<file path="src/rtl/sa_skew_feeder.sv">
// Vector buffer plus diagonal skew register chains feeding the systolic array's subject inputs.
// Lane i of each popped vector reaches subject_out i cycles after lane 0.
module sa_skew_feeder #(
   parameter int N     = 4,
   parameter int DW    = 8,
   parameter int DEPTH = 8
) (
   input  logic                           clk,
   input  logic                           reset,
   input  logic                           in_valid,
   output logic                           in_ready,
   input  logic [N*DW-1:0]                in_data,
   input  logic                           start,
   output logic [N*DW-1:0]                subject_out,
   output logic [N-1:0]                   lane_valid,
   output logic                           busy,
   output logic                           done,
   output logic [$clog2(DEPTH+1)-1:0]     count
);

   localparam int CNT_W = $clog2(DEPTH + 1);
   localparam int PTR_W = (DEPTH > 1) ? $clog2(DEPTH) : 1;
   localparam int DRN_W = $clog2(N + 1);

   typedef enum logic [1:0] {IDLE, STREAM, DRAIN} state_t;

   state_t             state_reg;
   logic [PTR_W-1:0]   wr_ptr_reg;
   logic [PTR_W-1:0]   rd_ptr_reg;
   logic [CNT_W-1:0]   count_reg;
   logic [DRN_W-1:0]   drain_reg;
   logic               busy_reg;
   logic               done_reg;
   logic [N*DW-1:0]    mem [DEPTH];
   logic [N*DW-1:0]    rd_data_reg;
   logic               rd_valid_reg;
   logic               wr_en;
   logic               pop;

   function automatic logic [PTR_W-1:0] ptr_inc(input logic [PTR_W-1:0] p);
      if (p == PTR_W'(DEPTH - 1)) return '0;
      return p + PTR_W'(1);
   endfunction

   assign in_ready = (state_reg == IDLE) && (count_reg < CNT_W'(DEPTH));
   assign wr_en    = in_valid && in_ready;
   assign pop      = (state_reg == STREAM);
   assign busy     = busy_reg;
   assign done     = done_reg;
   assign count    = count_reg;

   always_ff @(posedge clk) begin
      if (reset) begin
         state_reg  <= IDLE;
         wr_ptr_reg <= '0;
         rd_ptr_reg <= '0;
         count_reg  <= '0;
         drain_reg  <= '0;
         busy_reg   <= 1'b0;
         done_reg   <= 1'b0;
      end else begin
         if (wr_en) wr_ptr_reg <= ptr_inc(wr_ptr_reg);
         if (pop)   rd_ptr_reg <= ptr_inc(rd_ptr_reg);
         if (wr_en && !pop)      count_reg <= count_reg + CNT_W'(1);
         else if (pop && !wr_en) count_reg <= count_reg - CNT_W'(1);

         case (state_reg)
            IDLE: begin
               // A same-cycle write counts toward the tile being started.
               if (start && ((count_reg != '0) || wr_en)) begin
                  state_reg <= STREAM;
                  busy_reg  <= 1'b1;
               end
            end
            STREAM: begin
               if (count_reg == CNT_W'(1)) begin
                  state_reg <= DRAIN;
                  drain_reg <= '0;
               end
            end
            DRAIN: begin
               // N+1 cycles: N to flush the longest chain, one more for the done pulse.
               drain_reg <= drain_reg + DRN_W'(1);
               if (drain_reg == DRN_W'(N - 1)) done_reg <= 1'b1;
               if (drain_reg == DRN_W'(N)) begin
                  state_reg <= IDLE;
                  busy_reg  <= 1'b0;
                  done_reg  <= 1'b0;
               end
            end
            default: state_reg <= IDLE;
         endcase
      end
   end

   always_ff @(posedge clk) begin
      if (wr_en) mem[wr_ptr_reg] <= in_data;
   end

   // Registered read doubles as the first skew stage shared by every lane.
   always_ff @(posedge clk) begin
      if (reset) begin
         rd_data_reg  <= '0;
         rd_valid_reg <= 1'b0;
      end else begin
         rd_valid_reg <= pop;
         rd_data_reg  <= pop ? mem[rd_ptr_reg] : '0;
      end
   end

   genvar gi;
   generate
      for (gi = 0; gi < N; gi++) begin : g_lane
         if (gi == 0) begin : g_head
            assign subject_out[DW*gi +: DW] = rd_data_reg[DW*gi +: DW];
            assign lane_valid[gi]           = rd_valid_reg;
         end else begin : g_delay
            logic [DW-1:0] data_reg  [gi];
            logic          valid_reg [gi];

            always_ff @(posedge clk) begin
               if (reset) begin
                  for (int s = 0; s < gi; s++) begin
                     data_reg[s]  <= '0;
                     valid_reg[s] <= 1'b0;
                  end
               end else begin
                  data_reg[0]  <= rd_data_reg[DW*gi +: DW];
                  valid_reg[0] <= rd_valid_reg;
                  for (int s = 1; s < gi; s++) begin
                     data_reg[s]  <= data_reg[s-1];
                     valid_reg[s] <= valid_reg[s-1];
                  end
               end
            end

            assign subject_out[DW*gi +: DW] = data_reg[gi-1];
            assign lane_valid[gi]           = valid_reg[gi-1];
         end
      end
   endgenerate

endmodule

</file>
<file path="config.mk">
export PLATFORM = sky130hd
export DESIGN_NAME = sa_skew_feeder
export DESIGN_NICKNAME = d
export VERILOG_FILES = /design/src/rtl/sa_skew_feeder.sv
export SDC_FILE = /design/constraint.sdc
export NUM_CORES = 1
export LEC_CHECK = 0
export CELL_PAD_IN_SITES_DETAIL_PLACEMENT = 1
export CELL_PAD_IN_SITES_GLOBAL_PLACEMENT = 2
export CORE_MARGIN = 2
export CORE_UTILIZATION = 49
export CTS_CLUSTER_DIAMETER = 80
export CTS_CLUSTER_SIZE = 28
export DETAILED_ROUTE_END_ITERATION = 7
export HOLD_SLACK_MARGIN = 0.12
export PLACE_DENSITY = 0.85
export SLEW_MARGIN = 20
export SYNTH_ARGS = -nofsm -noshare
export SYNTH_HDL_FRONTEND = slang
export SYNTH_SLANG_ARGS = --single-unit
</file>
<file path="constraint.sdc">
create_clock -name clk -period 7.5 [get_ports clk]
set_input_delay 1.875 -clock clk [delete_from_list [all_inputs] [get_ports clk]]
set_output_delay 1.875 -clock clk [all_outputs]
set_load 0.05 [all_outputs]
</file>
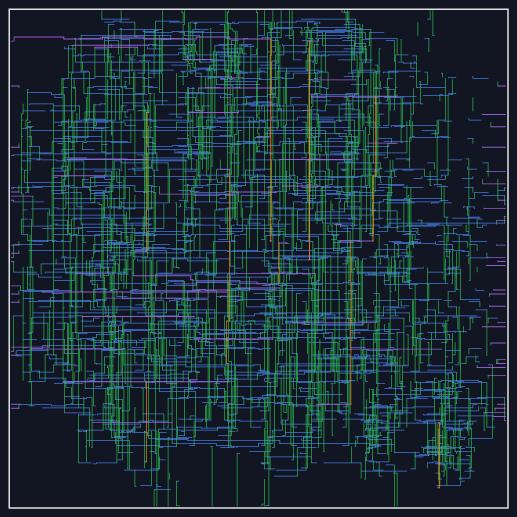
wires.png
(3 px per µm)
| layer | colour | wire length |
|---|---|---|
| metal 3 | purple | 1060 µm |
| metal 2 | green | 12200 µm |
| metal 1 | blue | 9940 µm |
| metal 4 | orange | 417 µm |
vias after detailed routing: 5828
Overall Global Routing Usage: 0.172
average wire per standard cell: 22.4 µm
final routed wirelength across all metal layers: 23700 µm

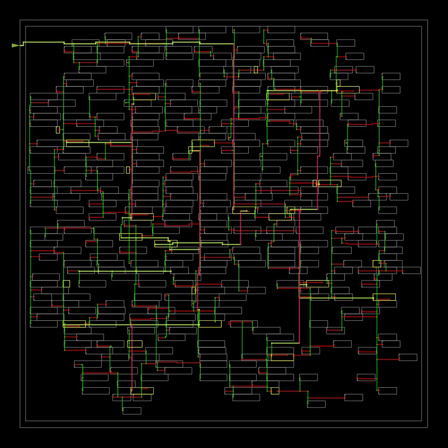
clocks.png
clock network power: 1.03 mW
clock network latency to the later pin of the worst-skew pair: 0.52 ns

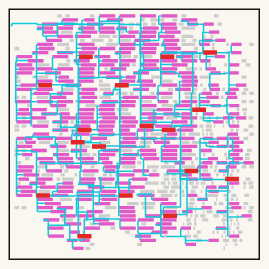
clk_routes.png
(1.5 px per µm)
[clock drivers] red | count: 17
[flip-flops] magenta | count: 357
[clock wires] cyan | length: 3390 µm
flops lie: all over the die
routed clock nets: 18
Clock power frac: 0.253
setup skew after layout: 0.0284 ns

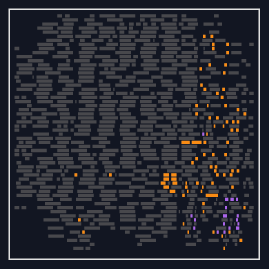
logic_types.png
(1.5 px per µm)
| family | colour | cells | where |
|---|---|---|---|
| nor cells | orange | 80 | a column on the right |
| aoi and oai cells | purple | 17 | lower right |
proportion of cell area occupied by multi-input gates: 0.192
top logic cell by instance count in the layout: sky130_fd_sc_hd__edfxtp_1
final cell count without fillers: 1056

==> results.txt <==
The flow completed. The run finished with clean final reports. The detail route stage leaves a number of antenna-violating nets equal to 0. Once the clock tree was built, the resizer swapped 0 gates to a different size. Looking at the clock tree report, the root buffer type is sky130_fd_sc_hd__clkbuf_16.

Minimum period implied by the final worst setup slack landed at 4.29 ns. Largest stage delay on the critical path landed at 0.84 ns. The most critical setup path has its startpoint at in_valid. Initial antenna violation count landed at 0.

First-pass iteration count of the detailed router landed at 4. Global-route wire length before repair landed at 36600 µm. After floorplanning, the core was sized to cover 25800 µm². Total die area landed at 27500 µm². Counting the clock-network buffers in the layout gives 23.

Sequential share of cell area landed at 0.671. On the worst setup and hold paths after CTS, the clock-pin slew comes to around 0.10 ns. The DRC violation total left in the routed layout is recorded as 0.

The largest individual stage delay along the critical path comes from the cell sky130_fd_sc_hd__nor3_2. Area occupied by multi-input gates landed at ~2800 µm². The die is approximately 170 µm tall.

CTS reports a maximum clock tree buffer depth of 3. Counting distinct cell types in the post-synthesis netlist gives 39. There are 357 flip-flops and latches. Between the synthesized netlist and the finished layout, the area growth was recorded as 12.9%. The launch point of the worst register-to-register path is recorded as state_reg[1]. Number of flip-flops in the largest register landed at 256. Data arrival time at the worst-slack endpoint landed at 4.47 ns.

Yosys warning count landed at 0. Maximum resistive drop on vdd landed at 208 µV. The share of the core area taken by cells at floorplan is 0.496. H-tree depth landed at 1.

Final total negative setup slack landed at 0 ns. The number of clock buffers added by TritonCTS is 17. The number of cells on the worst hold path is listed as 1. For this run, asynchronously set or reset flops after synthesis account for 0.

Worst slew margin relative to its limit landed at 0.320. Placed instance area landed at 13900 µm². For the worst min-delay path, the startpoint reported by OpenROAD is g_lane[2].g_delay.data_reg[0][7]. Fraction of layout cells with a size suffix above 1 landed at 0.150. Worst-case register-to-register setup slack landed at 4.54 ns. The final antenna diode tally reported by the flow is 0.

Final-layout non-clock buffer area share landed at 0.0717. After synthesis, the design contains 657 cells according to Yosys. Across the run, the number of max-cap violations was 0. Number of nets at floorplan landed at a little over 700. Final estimated routing congestion in global placement landed at roughly 0.7. Post-route cell area landed at 14500 µm². Total grt overflow landed at 0. The critical path contains buffers and inverters numbering 2 combined. The routed design shows a via density per instance of around 5.5.

In this run, synthesis produced a sequential element count of 357. For the worst reg-to-reg path, the endpoint reported by OpenROAD is mem[0][23]. Number of standard-cell rows in the floorplan landed at 59.

The capture point of the critical path was reported as mem[0][23]. Final count of pins violating max slew landed at 0. STA lists the maximum fanout along the critical path as 22.

TritonCTS built the clock tree. The layout contains a multi-input combinational cell count of 236. The floorplan report lists the tap cell count as approximately 340. Per the finish-stage timing summary, setup violations number 0. The layout report lists the clock-cell share of area as 0.0347. For the pin with the worst max-slew slack, the measured transition is 1.01 ns. Width of the die landed at 166 µm. Worst-case reg-to-reg path depth landed at 4. Ranked by total area, the top cell class in this layout is registers. Before any placement, the netlist area is recorded as 12800 µm².

In this run the tools logged warnings totalling 30. Note that the worst hold path type here is reg -> reg. For hold timing, the worst endpoint is g_lane[2].g_delay.data_reg[0][15]. The synthesized design contains 256 enable-type register cells.

Hold violation total from the final report landed at 0. Total of plain and repair buffers excluding clock buffers landed at 93. For this design, the CTS-stage hold fixing added 0 buffers. The commonest register cell is sky130_fd_sc_hd__edfxtp_1.

During I/O placement, the number of pins put on the boundary was 79. Non-clock inverter total of the final layout landed at 6. The kind of cell with the highest combined delay along the critical path is simple AND/OR/NAND/NOR gates. Traced cell by cell, the critical path runs through clkdlybuf4s50_1 > nor4b_4 > nand2b_1 > nor3_2 > buf_4. The number of global-route vias before repair is 6218. The synthesized instance count is 657. STA puts the critical path data required time at 7.68 ns.

According to the finish report, the design has a final net count of 758. Synthesized area divided by synthesized cell count landed at 19.5 µm². Post-synthesis chip area from yosys landed at 12800 µm². Of the synthesized area, sequential elements account for 0.757. The worst setup path is captured at a register. Pin count of the biggest net entering global routing landed at 73. Areal power density over the cells landed at 281 nW/µm².

Area of all sequential standard cells landed at 9710 µm². In the finished design, the share of the clock period the worst path needs comes to 0.572. The first routing iteration left about 500 violations.

STA classifies the critical path startpoint as a primary input. Setup repair after global routing left no endpoint under its margin. Fill cells in the final layout number 2260.

Count of buffers from port buffering landed at 78. The critical path is of the in -> reg type. The clock net in this run drives a total of 357 sinks. Logic depth of the worst path, buffers included landed at 5. Maximum clock frequency landed at 0.233 GHz. Once detailed placement completed, the half-perimeter wirelength came to 14200 µm. Looking at the post-CTS report, the setup buffer insertion count equals 0. The script extracted a total leakage power of 4.66 nW.
-- Yosys cell counts (7+ instances only) --
library cell               number  area, µm²
sky130_fd_sc_hd__edfxtp_1     256       7690
sky130_fd_sc_hd__dfxtp_1      101       2020
sky130_fd_sc_hd__mux4_2        57       1280
sky130_fd_sc_hd__nor2b_1       53        332
sky130_fd_sc_hd__a22o_1        32        280
sky130_fd_sc_hd__buf_4         26        195
sky130_fd_sc_hd__nor2_1        19       71.3
sky130_fd_sc_hd__buf_2         16       80.1
sky130_fd_sc_hd__ha_1          11        138
sky130_fd_sc_hd__a21oi_1       10       50.1
sky130_fd_sc_hd__clkbuf_1       9       33.8
sky130_fd_sc_hd__mux2i_1        8       80.1
sky130_fd_sc_hd__mux4_1         7        184
-- layer usage --
layer  share of wire  vias to the layer above  wire [µm]  global-route usage
li1                -                     2622          -                   -
met1            0.42                     3035       9940               0.233
met2            0.52                      146      12200               0.303
met3           0.045                       25       1060              0.0229
met4           0.018                        0        417              0.0344
met5               0                        -          0                   0
-- stage by stage --
| step | setup slack [ns] | total power [mW] | std cells | hold slack (ns) | utilization |
|---|---|---|---|---|---|
| floorplan | 2.43 | 2.88 | 657 | 0.414 | - |
| global placement | 2.76 | 3.05 | 1019 | 0.417 | 0.532 |
| detailed placement | 2.62 | 3.09 | 1023 | 0.426 | 0.537 |
| CTS | 3.15 | 4.10 | 1052 | 0.450 | 0.556 |
| global route | 3.04 | 4.22 | 1056 | 0.463 | 0.560 |
| finish | 3.21 | 4.06 | 1056 | 0.444 | 0.560 |
-- cells by family after synthesis --
family                     Yosys count  share of synthesized area
DFF                                357                      0.757
and+or+nand+nor                    101                     0.0480
muxes                               73                      0.122
buffers and inverters               64                     0.0315
AOI/OAI and AO/OA                   49                     0.0294
adders and majority gates           11                     0.0107
xor gates and xnor gates             2                    0.00137
-- placed cells by master, fill, tap and decap left out, types with 6 or more instances in the layout --
| cell | n |
|---|---|
| sky130_fd_sc_hd__nor2b_1 | 53 |
| sky130_fd_sc_hd__buf_16 | 6 |
| sky130_fd_sc_hd__mux4_2 | 57 |
| sky130_fd_sc_hd__edfxtp_1 | 256 |
| sky130_fd_sc_hd__clkbuf_1 | 6 |
| sky130_fd_sc_hd__inv_1 | 6 |
| sky130_fd_sc_hd__ha_1 | 11 |
| sky130_fd_sc_hd__clkdlybuf4s50_1 | 77 |
| sky130_fd_sc_hd__a22o_1 | 32 |
| sky130_fd_sc_hd__clkbuf_16 | 17 |
| sky130_fd_sc_hd__nand2b_1 | 6 |
| sky130_fd_sc_hd__mux4_1 | 7 |
| sky130_fd_sc_hd__a21oi_1 | 10 |
| sky130_fd_sc_hd__dfxtp_1 | 99 |
| sky130_fd_sc_hd__nor2_4 | 6 |
| sky130_fd_sc_hd__mux2i_1 | 8 |
| sky130_fd_sc_hd__buf_4 | 6 |
| sky130_fd_sc_hd__nor2_1 | 13 |
-- report_power, final --
part | switching, mW | total [mW] | internal [mW]
clock | 0.589 | 1.03 | 0.437
combinational | 0.377 | 0.695 | 0.318
sequential | 0.0770 | 2.34 | 2.26
Power figures rest on the tool's default switching activity, not on a simulated workload.
